$ cat src/rtl/up_dn_counter_pkg.sv
// Shared types for the loadable saturating up/down counter.
// Operation select and default width live here.
package up_dn_counter_pkg;

  localparam int CNT_W_DEFAULT = 5;

  typedef logic [CNT_W_DEFAULT-1:0] cnt_t;

  typedef enum logic [1:0] {
    OP_HOLD,
    OP_LOAD,
    OP_DEC,
    OP_INC
  } op_e;

  // Load beats down, down beats up.
  function automatic op_e sel_op(
    input logic load,
    input logic down,
    input logic up
  );
    op_e op;
    op = OP_HOLD;
    unique case (1'b1)
      load:                  op = OP_LOAD;
      !load && down:         op = OP_DEC;
      !load && !down && up:  op = OP_INC;
      default:               op = OP_HOLD;
    endcase
    return op;
  endfunction

endpackage

$ cat src/rtl/up_dn_counter_next.sv
// Next-count logic: priority decode plus saturate or wrap at the ends.
// UP_DN_COUNTER_WRAP_EN selects modulo counting instead of saturation.
module up_dn_counter_next
  import up_dn_counter_pkg::*;
#(
  parameter int WIDTH = CNT_W_DEFAULT
) (
  input  logic [WIDTH-1:0] i_cnt,
  input  logic [WIDTH-1:0] i_in,
  input  logic             i_load,
  input  logic             i_up,
  input  logic             i_down,
  output logic [WIDTH-1:0] o_next
);

  localparam logic [WIDTH-1:0] ALL1 = {WIDTH{1'b1}};
  localparam logic [WIDTH-1:0] ONE  = WIDTH'(1);

  op_e              w_op;
  logic             w_at_max;
  logic             w_at_min;
  logic [WIDTH-1:0] w_inc;
  logic [WIDTH-1:0] w_dec;

  assign w_op     = sel_op(i_load, i_down, i_up);
  assign w_at_max = (i_cnt == ALL1);
  assign w_at_min = (i_cnt == '0);

`ifdef UP_DN_COUNTER_WRAP_EN
  assign w_inc = i_cnt + ONE;
  assign w_dec = i_cnt - ONE;
`else
  assign w_inc = w_at_max ? i_cnt : i_cnt + ONE;
  assign w_dec = w_at_min ? i_cnt : i_cnt - ONE;
`endif

  always_comb begin
    o_next = i_cnt;
    unique case (w_op)
      OP_LOAD: o_next = i_in;
      OP_DEC:  o_next = w_dec;
      OP_INC:  o_next = w_inc;
      OP_HOLD: o_next = i_cnt;
      default: o_next = i_cnt;
    endcase
  end

endmodule

$ cat src/rtl/up_dn_counter_sat.sv
// Counter register and High/Low decode; next value comes from
// up_dn_counter_next. Build option: UP_DN_COUNTER_WRAP_EN.
module up_dn_counter_sat
  import up_dn_counter_pkg::*;
#(
  parameter int WIDTH = CNT_W_DEFAULT
) (
  input  logic             CLK,
  input  logic             RST,
  input  logic [WIDTH-1:0] In,
  input  logic             Load,
  input  logic             Up,
  input  logic             Down,
  output logic [WIDTH-1:0] Counter,
  output logic             High,
  output logic             Low
);

  logic [WIDTH-1:0] r_cnt;
  logic [WIDTH-1:0] w_next;

  up_dn_counter_next #(
    .WIDTH (WIDTH)
  ) u_next (
    .i_cnt  (r_cnt),
    .i_in   (In),
    .i_load (Load),
    .i_up   (Up),
    .i_down (Down),
    .o_next (w_next)
  );

  always_ff @(posedge CLK) begin
    if (RST) r_cnt <= '0;
    else     r_cnt <= w_next;
  end

  assign Counter = r_cnt;
  assign High    = (r_cnt == {WIDTH{1'b1}});
  assign Low     = (r_cnt == '0);

endmodule

$ cat config.mk
export PLATFORM = sky130hd
export DESIGN_NAME = up_dn_counter_sat
export DESIGN_NICKNAME = d
export VERILOG_FILES = /design/src/rtl/up_dn_counter_pkg.sv /design/src/rtl/up_dn_counter_next.sv /design/src/rtl/up_dn_counter_sat.sv
export SDC_FILE = /design/constraint.sdc
export NUM_CORES = 1
export LEC_CHECK = 0
export CAP_MARGIN = 20
export CELL_PAD_IN_SITES_DETAIL_PLACEMENT = 1
export CELL_PAD_IN_SITES_GLOBAL_PLACEMENT = 2
export CORE_UTILIZATION = 23
export CTS_CLUSTER_DIAMETER = 30
export DETAILED_ROUTE_END_ITERATION = 16
export PLACE_DENSITY_LB_ADDON = 0.1
export SLEW_MARGIN = 10
export SYNTH_ARGS = -nofsm -noshare
export SYNTH_HDL_FRONTEND = slang
export SYNTH_SLANG_ARGS = --single-unit
$ cat constraint.sdc
create_clock -name CLK -period 2.46 [get_ports CLK]
set_input_delay 0.615 -clock CLK [delete_from_list [all_inputs] [get_ports CLK]]
set_output_delay 0.615 -clock CLK [all_outputs]
set_load 0.02 [all_outputs]
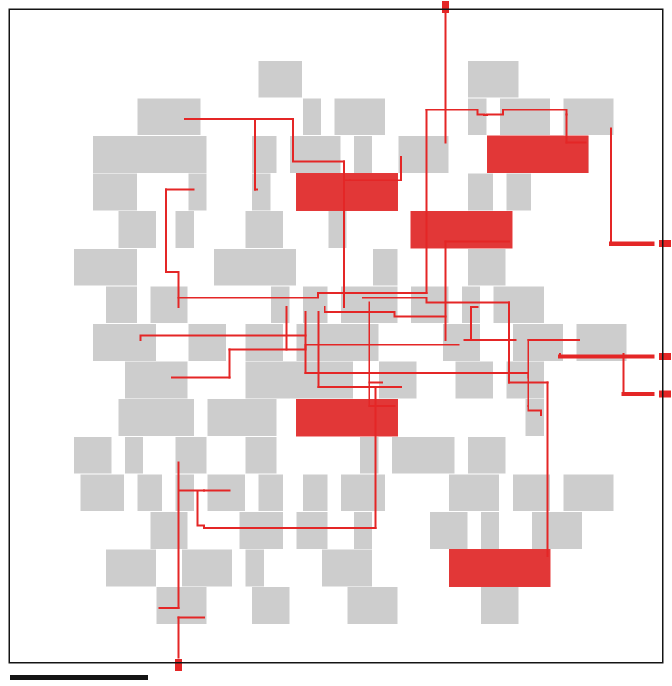
**Above:** run 1 (wires at chosen ports, followed through buffers).
Bar = 10 µm.
legend:
  red:
    port: Counter
    bits: 5
    direction: output
    edge: 3 east, 1 north, 1 south
    end_cells: 5
    buffers: 8
    wire: 323 µm
IO Pins: 17
I/O Buffers: 16

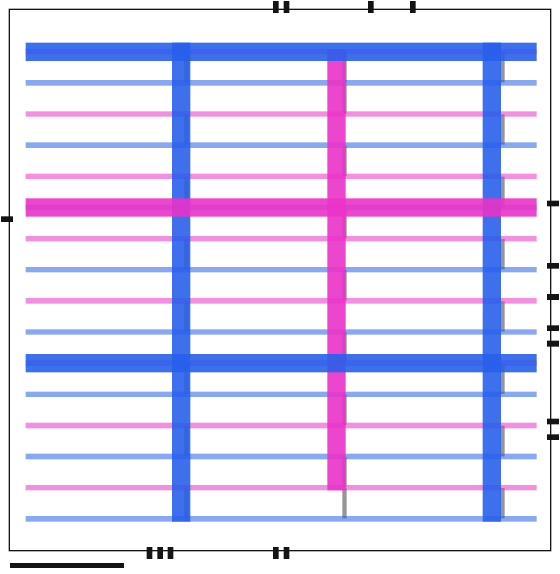
**Above:** run 1 (power grid).
Bar = 10 µm. Pins as bars on the die edge. Tap cells in grey.
legend:
  magenta:
    net: VDD
  blue:
    net: VSS
rows: 15
met5 straps: 3
met1 rails: 16
signal pins: 17
met4 straps: 3
core area: 0.001821 mm²
maximum vdd drop: 182.0 µV
Die Y: 47.17 µm
Die W: 47.17 µm

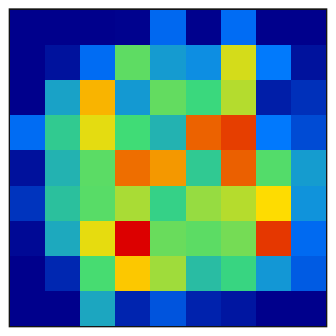
**Above:** run 1 (wiring heat map).
9 x 9 tiles, from dark blue (low) to red (high), scaled to the fullest tile. Values are wire area over tile area, all layers added.
tiles over half the peak: 35%
mean over tiles: 0.097
nearly empty tiles: 19%
emptiest ninth of the die: north-west
routed len/inst: 12.68 µm
total global-route track usage: 15.80%

==> out/metrics.yaml, run 1 <==
path_clk_slew_ns: 0.05
critPathRequiredTime_ns: 2.62
grt_overflow: 0
syn-mean-instance-area_um2: 8.531
warnings: 26
ys.flops: 5
drive_gt1_share_pct: 26.74
slowest_delay_ns: 0.47
cap_violations: 0
dp_hpwl_um: 1144
syn_area_um2: 469.2
cts_root_buf: "clkbuf_4"
antenna_found_initial: 0
setup_viol: 0
via_per_inst: 4.559
endpoint_kind: "flip-flop"
drc: 0
timing.final.crit_share_pct: 96.35
drt-initial-drc-count: 2
ant_nets: 0
cts_buffer_depth: 2
slew_headroom_pct: 76.87
grt_pass1_wl_um: 2435
path_class: "in2reg"
cts_made_buffers: 3
first_global_vias: 558
utilization_pct: 43.51
fin_setup_tns_ns: 0
largest_reg_flops: 5
ys_cells: 55
wirelength_um: 1407
worst_slew_pin_slew_ns: 0.3452
clk_latency_ns: 0.24
cp_slowest_cell: "clkdlybuf4s50_1"
leakage_nw: 0.3679
syn-num-nets: 69
cp_max_fo: 3
grt_setup_unrepaired: "no"
ys_seq_share_pct: 21.33
cts.htree.levels: 1
yosysWarnings: 0
firstDrtPassIters: 2
gp_congestion: 0.7128
finalClockSkew_ns: 0.002555
syn_inst: 55
ys_types: 26
outcome: "complete, no violations"
power_density_mw_per_mm2: 526.6
clock.fmax_mhz: 421.9
ys_area_um2: 469.2
dieArea_mm2: 0.002225
fp-row-count: 15
insertedDiodeCount: 0
cts-hold-fix-buffers: 0
placed_cell_area_um2: 743.2
hp-class: "reg2reg"
grt_max_degree: 10
crit_chain: "clkdlybuf4s50_1, nand2b_2, nand2b_4, inv_1, fa_2, nand2b_1, o2bb2ai_2, a21oi_1, and3b_1, a211oi_2"
final_cell_area_um2: 792.0
start_kind: "primary input"
arrival_ns: 2.53
hold_viol: 0
vias: 506
synthToLayoutAreaGrowth_pct: 68.80
fp_util_pct: 25.77
post-route-min-period_ns: 2.370
holdWs_ns: 0.5833
nets: 101
cts_tree: "yes"
drv_slew: 0
cts.sinks: 5
[run 1: worst paths after layout]
kind / start / slack, ns / endpoint / depth (start not counted)
max: Down / 0.09 / Counter[4] / 10
min: Counter[1] / 0.58 / Counter[1] / 2
max reg2reg: Counter[0] / 0.60 / Counter[4] / 7
min reg2reg: Counter[1] / 0.58 / Counter[1] / 2
[run 1: cell usage in the layout (no fill, tap or decap), drive strengths merged, types with 2 or more instances in the layout]
cell	instances
clkdlybuf4s50	14
buf	11
nor2	8
dfxtp	5
inv	4
a21oi	4
clkbuf	4
nand2	3
mux2i	3
ha	3
a211oi	3
nand2b	3
o21ai	3
nand3	2
nor2b	2
[run 1: cells by family after synthesis]
family | share of synthesized area (%)
xor gates and xnor gates | 3.734
and+or+nand+nor | 28.80
buffers and inverters | 3.199
AOI/OAI and AO/OA | 24.27
muxes | 6.400
DFF | 21.33
adders and majority gates | 12.27
[run 1: area by class of cell]
class | count | area, µm²
Fill cell | 226 | 1028
Multi-Input combinational cell | 46 | 375.4
Timing Repair Buffer | 27 | 244.0
Sequential cell | 5 | 100.1
Tap cell | 25 | 31.28
Clock buffer | 4 | 26.28
Inverter | 4 | 15.01
[run 1: critical path: cells and delay by family]
family                   cells  cell delay (ns)
buffers and inverters        2             0.52
adder cells (fa/ha/maj)      1             0.34
AND-OR/OR-AND                3             0.43
AND/OR/NAND/NOR              4             0.62
[run 1: per-layer routing]
layer | routed length (µm) | share of wire [%] | vias up | global-route usage (%)
met1 | 658 | 47 | 239 | 19.45
met2 | 684 | 49 | 8 | 27.22
met4 | 19 | 1.4 | 0 | 8.571
li1 | - | - | 257 | -
met5 | 0 | 0 | - | 0
met3 | 45 | 3.2 | 2 | 1.154
[run 1: report_power, final]
| part | switching, mW | internal (mW) | total (mW) |
|---|---|---|---|
| combinational | 0.105 | 0.113 | 0.218 |
| sequential | 0.00995 | 0.0922 | 0.102 |
| clock | 0.0353 | 0.0614 | 0.0968 |
| total | 0.150 | 0.267 | 0.417 |
[run 1: per-stage QoR]
step	setup slack, ns	power, mW	cells
floorplan	0.2912	0.2198	55
detailed placement	-0.2626	0.3167	107
CTS	0.003828	0.4158	111
global route	0.005363	0.4551	111
finish	0.08979	0.4171	111
global placement	-0.2307	0.3143	107
[run 1: synthesized netlist by cell type]
cell       count  share of area (%)
nand3_1        2                2.1
o21bai_1       1                1.6
fa_1           1                4.3
nand2_1        3                2.4
o2bb2ai_1      1                1.9
inv_1          4                3.2
a21o_1         1                1.6
o21ai_0        2                2.1
xnor2_1        1                1.9
and3b_1        1                1.9
dfxtp_1        5                 21
nand2b_1       2                2.7
nor2_1         8                6.4
o21ai_4        1                3.5
or3_1          1                1.3
ha_1           3                8.0
o211ai_4       1                4.5
mux2i_1        3                6.4
or4_4          1                2.4
a21oi_1        4                4.3
nor3b_1        1                1.6
xor2_1         1                1.9
nor3_4         1                3.5
nor2b_1        2                2.7
nand2b_2       1                1.9
a211oi_1       3                4.8
[run 1: timing repair]
item | in CTS | in global routing
setup buffers | 0 | 0
resized | 2 | 5
endpoints found under the setup margin | 2 | 2
==> run 1 -> run 2 <==
- ABC_AREA: default -> 1
- CORE_ASPECT_RATIO: default -> 0.75
- CORE_UTILIZATION: 23 -> 22
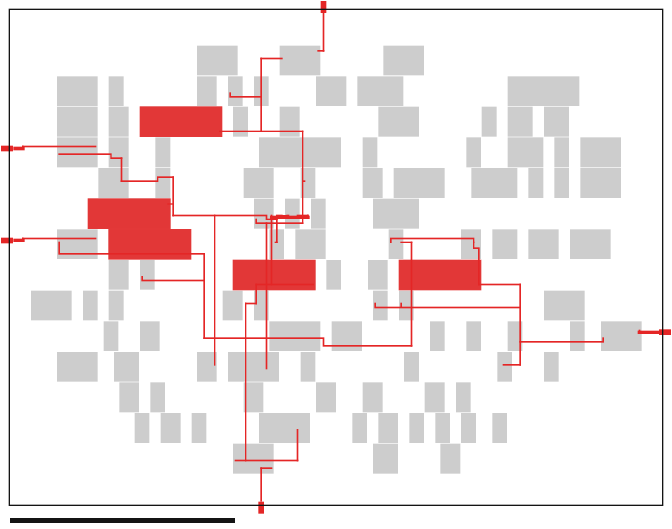
**Above:** run 2 (wires at chosen ports, followed through buffers).
Bar = 20 µm.
legend:
  red:
    port: Counter
    bits: 5
    direction: output
    edge: 2 west, 1 north, 1 south, 1 east
    end_cells: 5
    buffers: 5
    wire: 254 µm

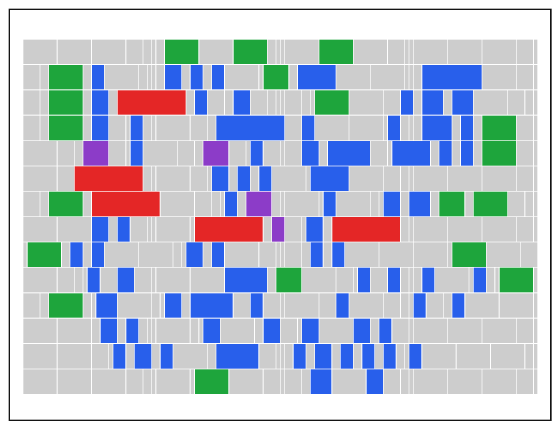
**Above:** run 2 (cells coloured by class).
Fill, decap, tap and diode cells in grey.
legend:
  purple:
    class: clock drivers and dummy loads
    cells: 4
    share_of_their_area: 3.6%
  blue:
    class: remaining logic cells
    cells: 76
    share_of_their_area: 57%
  red:
    class: registers
    cells: 5
    share_of_their_area: 14%
  green:
    class: remaining buffers and delay cells
    cells: 19
    share_of_their_area: 25%
# rows: 14
flop share of the area: 13.27%
post-layout util: 35.89%
core area: 0.002102 mm²
Final Cell Area: 754.5 µm²

==> run 2 against run 1 <==
  * Worst setup slack gained 0.17 ns
  * Clock power shrank 4.8%
  * Hold slack got worse by 0.049 ns
  * Sequential share of layout area rose by 0.63 points
  * Maximum frequency increased by 7.7%
  * Total power is 13% lower
  * Count of clock-buffer cells in the layout unchanged
  * Global-route usage is 2.4 points lower
  * Register-to-register slack better by 0.26 ns
  * Routed wire length increased by 3.4%
  * Utilization decreased by 7.6 points
  * Critical path depth is 1 lower
==> out/metrics.yaml, run 2 <==
largest_reg_flops: 5
power_density_mw_per_mm2: 482.0
vdd_ir_drop_max_uv: 239.2
switchingPower_mw: 0.1360
syn-mean-instance-area_um2: 6.364
top_cell: "nand2_1"
outcome: "complete, no violations"
ff2ff_path_depth: 10
post-route-min-period_ns: 2.201
grt_setup_unrepaired: "no"
cts.htree.levels: 1
slew_headroom_pct: 82.88
hp-class: "reg2reg"
pin_count: 17
p_total_mw: 0.3637
syn-num-nets: 95
critPathRequiredTime_ns: 2.58
cts-hold-fix-buffers: 0
hold_viol: 0
first_global_vias: 554
grt_max_degree: 8
min_path_cells: 2
top_area_share_pct: 19.42
fp_util_pct: 24.52
via_per_inst: 4.539
grt_pass1_wl_um: 2470
comb_area_um2: 362.8
dieArea_mm2: 0.002543
worst_slew_pin_slew_ns: 0.2567
path_clk_slew_ns: 0.04
path_class: "in2reg"
postCtsSetupBuffers: 0
dp.cells: 124
clock.fmax_mhz: 454.3
grt_overflow: 0
yosys-top-cells-count: "nand2_1, inv_1, nand3_1, a21oi_1"
cts_root_buf: "clkbuf_4"
drive_gt1_share_pct: 17.31
synthTopCellsByArea: "dfxtp_1, nand2_1, nand3_1"
ys_area_um2: 515.5
ys.flops: 5
timing.final.crit_share_pct: 89.48
cp_max_fo: 5
filler_cell_count: 275
final_cell_mix: "nand2_1, clkdlybuf4s50_1, inv_1"
dp_hpwl_um: 1219
ant_nets: 0
warnings: 26
fin_cells: 128
async_reset_ff_share_pct: 0
ys_types: 18
finalClockSkew_ns: 0.001210
drc: 0
ys.flop_type: "dfxtp_1"
cts_tree: "yes"
endpoint_kind: "flip-flop"
cts.sinks: 5
pwr-share-clk_pct: 25.4
power_frac_comb_pct: 45.9
drv_slew: 0
grt_use_total_pct: 13.41
gp_congestion: 0.7211
wire_per_inst_um: 11.37
yosysTopAreaCell: "dfxtp_1"
insertedDiodeCount: 0
die_h_um: 43.92
clk_latency_ns: 0.24
edf_count: 0
rrSetupSlack_ns: 0.86
cts-resized-gates: 0
start_kind: "primary input"
cts_buffer_depth: 2
intPower_mw: 0.2277
layout_top_cell: "nand2_1"
wirelength_um: 1455
fp.dieW_um: 57.90
firstDrtPassIters: 4
netSwitchingFraction_pct: 37.39
arrival_ns: 2.32
cts_made_buffers: 3
drt-initial-drc-count: 10
ys_cells: 81
leakage_nw: 0.3769
syn_inst: 81
placed_cell_area_um2: 728.2
yosysWarnings: 0
nets: 119
antenna_found_initial: 0
synthToLayoutAreaGrowth_pct: 46.36
cap_violations: 0
syn_area_um2: 515.5
-- run 2: cell types whose count changed after synthesis, sizes merged, moves of 3 or more --
cell	before	now
nand3	2	12
nand2b	3	0
a211oi	3	0
mux2i	3	0
inv	4	14
nand2	3	26
a21oi	4	7
-- run 2: kinds of logic after synthesis --
family / Yosys count / share of synthesized area, %
simple gates: 48 / 48.79
fa+ha+maj: 4 / 11.17
buf+inv: 14 / 10.19
flops: 5 / 19.42
compound gates: 10 / 10.44
-- run 2: final timing paths --
check / start / to
worst min-delay path: Counter[3] / Counter[3]
worst max register to register: Counter[0] / Counter[4]
worst min register to register: Counter[3] / Counter[3]
worst max-delay path: Load / Counter[2]
-- run 2: cell type report --
type	instances	area share, %
Multi-Input combinational cell	62	48.09
Timing Repair Buffer	19	24.21
Sequential cell	5	13.27
Inverter	14	6.965
Tap cell	24	3.980
Clock buffer	4	3.483
-- run 2: metrics by stage --
stage	setup TNS (ns)	hold slack (ns)	setup WS, ns
floorplan	0	0.5723	0.6511
global placement	0	0.5207	0.01898
detailed placement	-0.007477	0.5247	-0.007477
CTS	0	0.5347	0.2366
global route	0	0.5779	0.09214
finish	0	0.5343	0.2588
-- run 2: routing by layer --
metal / global-route usage (%) / routed length [µm] / vias to the layer above
li1: - / - / 303
met1: 17.89 / 781 / 264
met2: 20.92 / 603 / 14
met3: 4.776 / 70 / 0
met4: 2.857 / 0 / 0
met5: 0 / 0 / -
-- run 2: critical path: stages --
cell             delay (ns)
clkdlybuf4s50_1        0.44
nor2_1                 0.18
nand2_2                0.14
ha_1                   0.36
or2_2                  0.31
nand3_1                0.11
nand2_1                0.05
nand2_1                0.06
a21oi_1                0.05
-- run 2: power by group through the flow --
| stage | clock network [mW] | registers [mW] | logic, mW |
|---|---|---|---|
| finish | 0.0922 | 0.104 | 0.167 |
| global route | 0.106 | 0.106 | 0.190 |
| CTS | 0.0965 | 0.104 | 0.170 |
| detailed placement | 0 | 0.106 | 0.169 |
| global placement | 0 | 0.106 | 0.168 |
| floorplan | 0 | 0.113 | 0.0916 |
==> run 2 -> run 3 <==
- HOLD_SLACK_MARGIN: default -> 0.06
- PLACE_DENSITY: default -> 0.81
- PLACE_DENSITY_LB_ADDON: 0.1 -> default
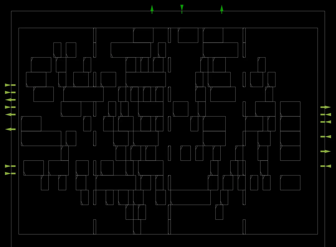
**Above:** run 3 (cell placement).
FILL cells: 283
post-layout instance count excluding filler cells: 127
FFs & Latches: 5

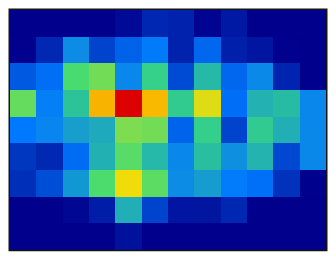
**Above:** run 3 (wiring heat map).
12 x 9 tiles, from dark blue (low) to red (high), scaled to the fullest tile. Values are wire area over tile area, all layers added.
mean over tiles: 0.090
tiles over half the peak: 12%
nearly empty tiles: 28%
total global-route track usage: 13.20%
via count: 587

==> run 3 against run 2 <==
  * Non-clock buffer count is 1 lower
  * Sequential share of layout area is 0.13 points higher
  * Die size stayed put
  * Area after synthesis stayed put
  * Count of clock-buffer cells in the layout stayed put
  * Clock power is about 10% higher
  * Total power increased by 1.6%
  * Critical path type is now reg2out
  * Largest cell class unchanged
  * Highest routed layer unchanged
==> out/metrics.yaml, run 3 <==
outcome: "complete, no violations"
nets: 118
wire_per_inst_um: 11.28
dp_hpwl_um: 1197
firstDrtPassIters: 4
ff2ff_path_depth: 10
path_class: "reg2out"
syn-mean-instance-area_um2: 6.364
numPortBuffers: 16
critPathRequiredTime_ns: 1.85
hp-class: "reg2reg"
rrSetupSlack_ns: 0.82
ys_cells: 81
top_cell: "nand2_1"
timing.rr.start: "Counter[0]"
grt_pass1_wl_um: 2490
synthToLayoutAreaGrowth_pct: 44.90
async_reset_ff_share_pct: 0
syn-num-nets: 95
vdd_ir_drop_max_uv: 251.7
start_kind: "flip-flop"
final_cell_area_um2: 747.0
cts.sinks: 5
final_cell_mix: "nand2_1, clkdlybuf4s50_1, inv_1"
cts_buffer_depth: 2
fp.dieW_um: 57.90
leakage_nw: 0.3721
setup_viol: 0
cts_made_buffers: 3
fp-row-count: 14
warnings: 26
r2r-end: "Counter[4]"
pin_count: 17
yosysTopAreaCell: "dfxtp_1"
ys_area_um2: 515.5
synthTopCellsByArea: "dfxtp_1, nand2_1, nand3_1"
top_area_share_pct: 19.42
clk_latency_ns: 0.25
grt_max_degree: 8
timing.final.crit_share_pct: 90.64
core_mm2: 0.002102
power_density_mw_per_mm2: 494.6
first_global_vias: 577
grt_setup_unrepaired: "no"
comb_area_um2: 362.8
placed_cell_area_um2: 720.7
layout_top_cell: "nand2_1"
drc: 0
clock.fmax_mhz: 448.5
utilization_pct: 35.54
ant_nets: 0
hold_viol: 0
cts_tree: "yes"
fp_util_pct: 24.52
hp-start: "Counter[4]"
cts_root_buf: "clkbuf_4"
holdPathEnd: "Counter[4]"
endpoint_kind: "output pin"
edf_count: 0
ys.flops: 5
fin_setup_tns_ns: 0
syn_area_um2: 515.5
p_total_mw: 0.3695
dp.cells: 123
gp_congestion: 0.6786
die_h_um: 43.92
min_path_cells: 2
yosys-top-cells-count: "nand2_1, inv_1, nand3_1, a21oi_1"
holdWs_ns: 0.5370
path_clk_slew_ns: 0.05
post-route-min-period_ns: 2.230
worst_slew_pin_slew_ns: 0.3446
arrival_ns: 1.61
dieArea_mm2: 0.002543
postCtsSetupBuffers: 0
ys_seq_share_pct: 19.42
cts-resized-gates: 0
yosysWarnings: 0
finalClockSkew_ns: 0.0003701
insertedDiodeCount: 0
drt-initial-drc-count: 15
antenna_found_initial: 0
grt_overflow: 0
pre_cts_ws_ns: 0.009842
setup_ws_ns: 0.2302
cp_max_fo: 7
ys_types: 18
drv_slew: 0
cts.htree.levels: 1
largest_reg_flops: 5
cts-hold-fix-buffers: 0
wirelength_um: 1433
slew_headroom_pct: 77.02
via_per_inst: 4.622
syn_inst: 81
drive_gt1_share_pct: 16.50
register_area_um2: 100.1
[run 3: cell count changes in the layout (fill, tap and decap cells not counted)]
cell | previous run | this run
buf_4 | 3 | 2
[run 3: worst max-delay path by stage]
stage | endpoint | from | depth (start not counted)
floorplan | Counter[2] | Load | 8
global placement | Counter[4] | Down | 13
detailed placement | Counter[4] | Down | 13
CTS | High | Counter[0] | 3
global route | Counter[4] | Down | 13
finish | High | Counter[0] | 3
[run 3: per-layer routing]
layer,vias up,routed length [µm],global-route usage [%]
met2,19,610,20.92
met1,268,720,17.26
met5,-,0,0
li1,300,-,-
met3,0,101,3.881
met4,0,0,4.286
[run 3: power breakdown]
part	internal, mW	total, mW	switching (mW)	leakage [nW]
Clock	0.0617	0.101	0.0392	0.0150
Sequential	0.0903	0.104	0.0135	0.0414
Combinational	0.0746	0.165	0.0901	0.316
Total	0.227	0.369	0.143	0.372
[run 3: cell type report]
class	instances	area share [%]
Multi-Input combinational cell	62	48.58
Timing Repair Buffer	18	23.45
Sequential cell	5	13.40
Inverter	14	7.035
Tap cell	24	4.020
Clock buffer	4	3.518
[run 3: kinds of logic after synthesis]
group	count (synthesis)	share of synthesized area [%]
AND/OR/NAND/NOR	48	48.79
buffers and inverters	14	10.19
AND-OR/OR-AND	10	10.44
flip-flops	5	19.42
adder cells (fa/ha/maj)	4	11.17
[run 3: worst max-delay path, cell delays in order, from the launching register on]
cell and delay, ns:
dfxtp_1 0.44, nand3_1 0.17, nor2_4 0.14, clkdlybuf4s50_1 0.62
Power and IR drop assume default switching activity.
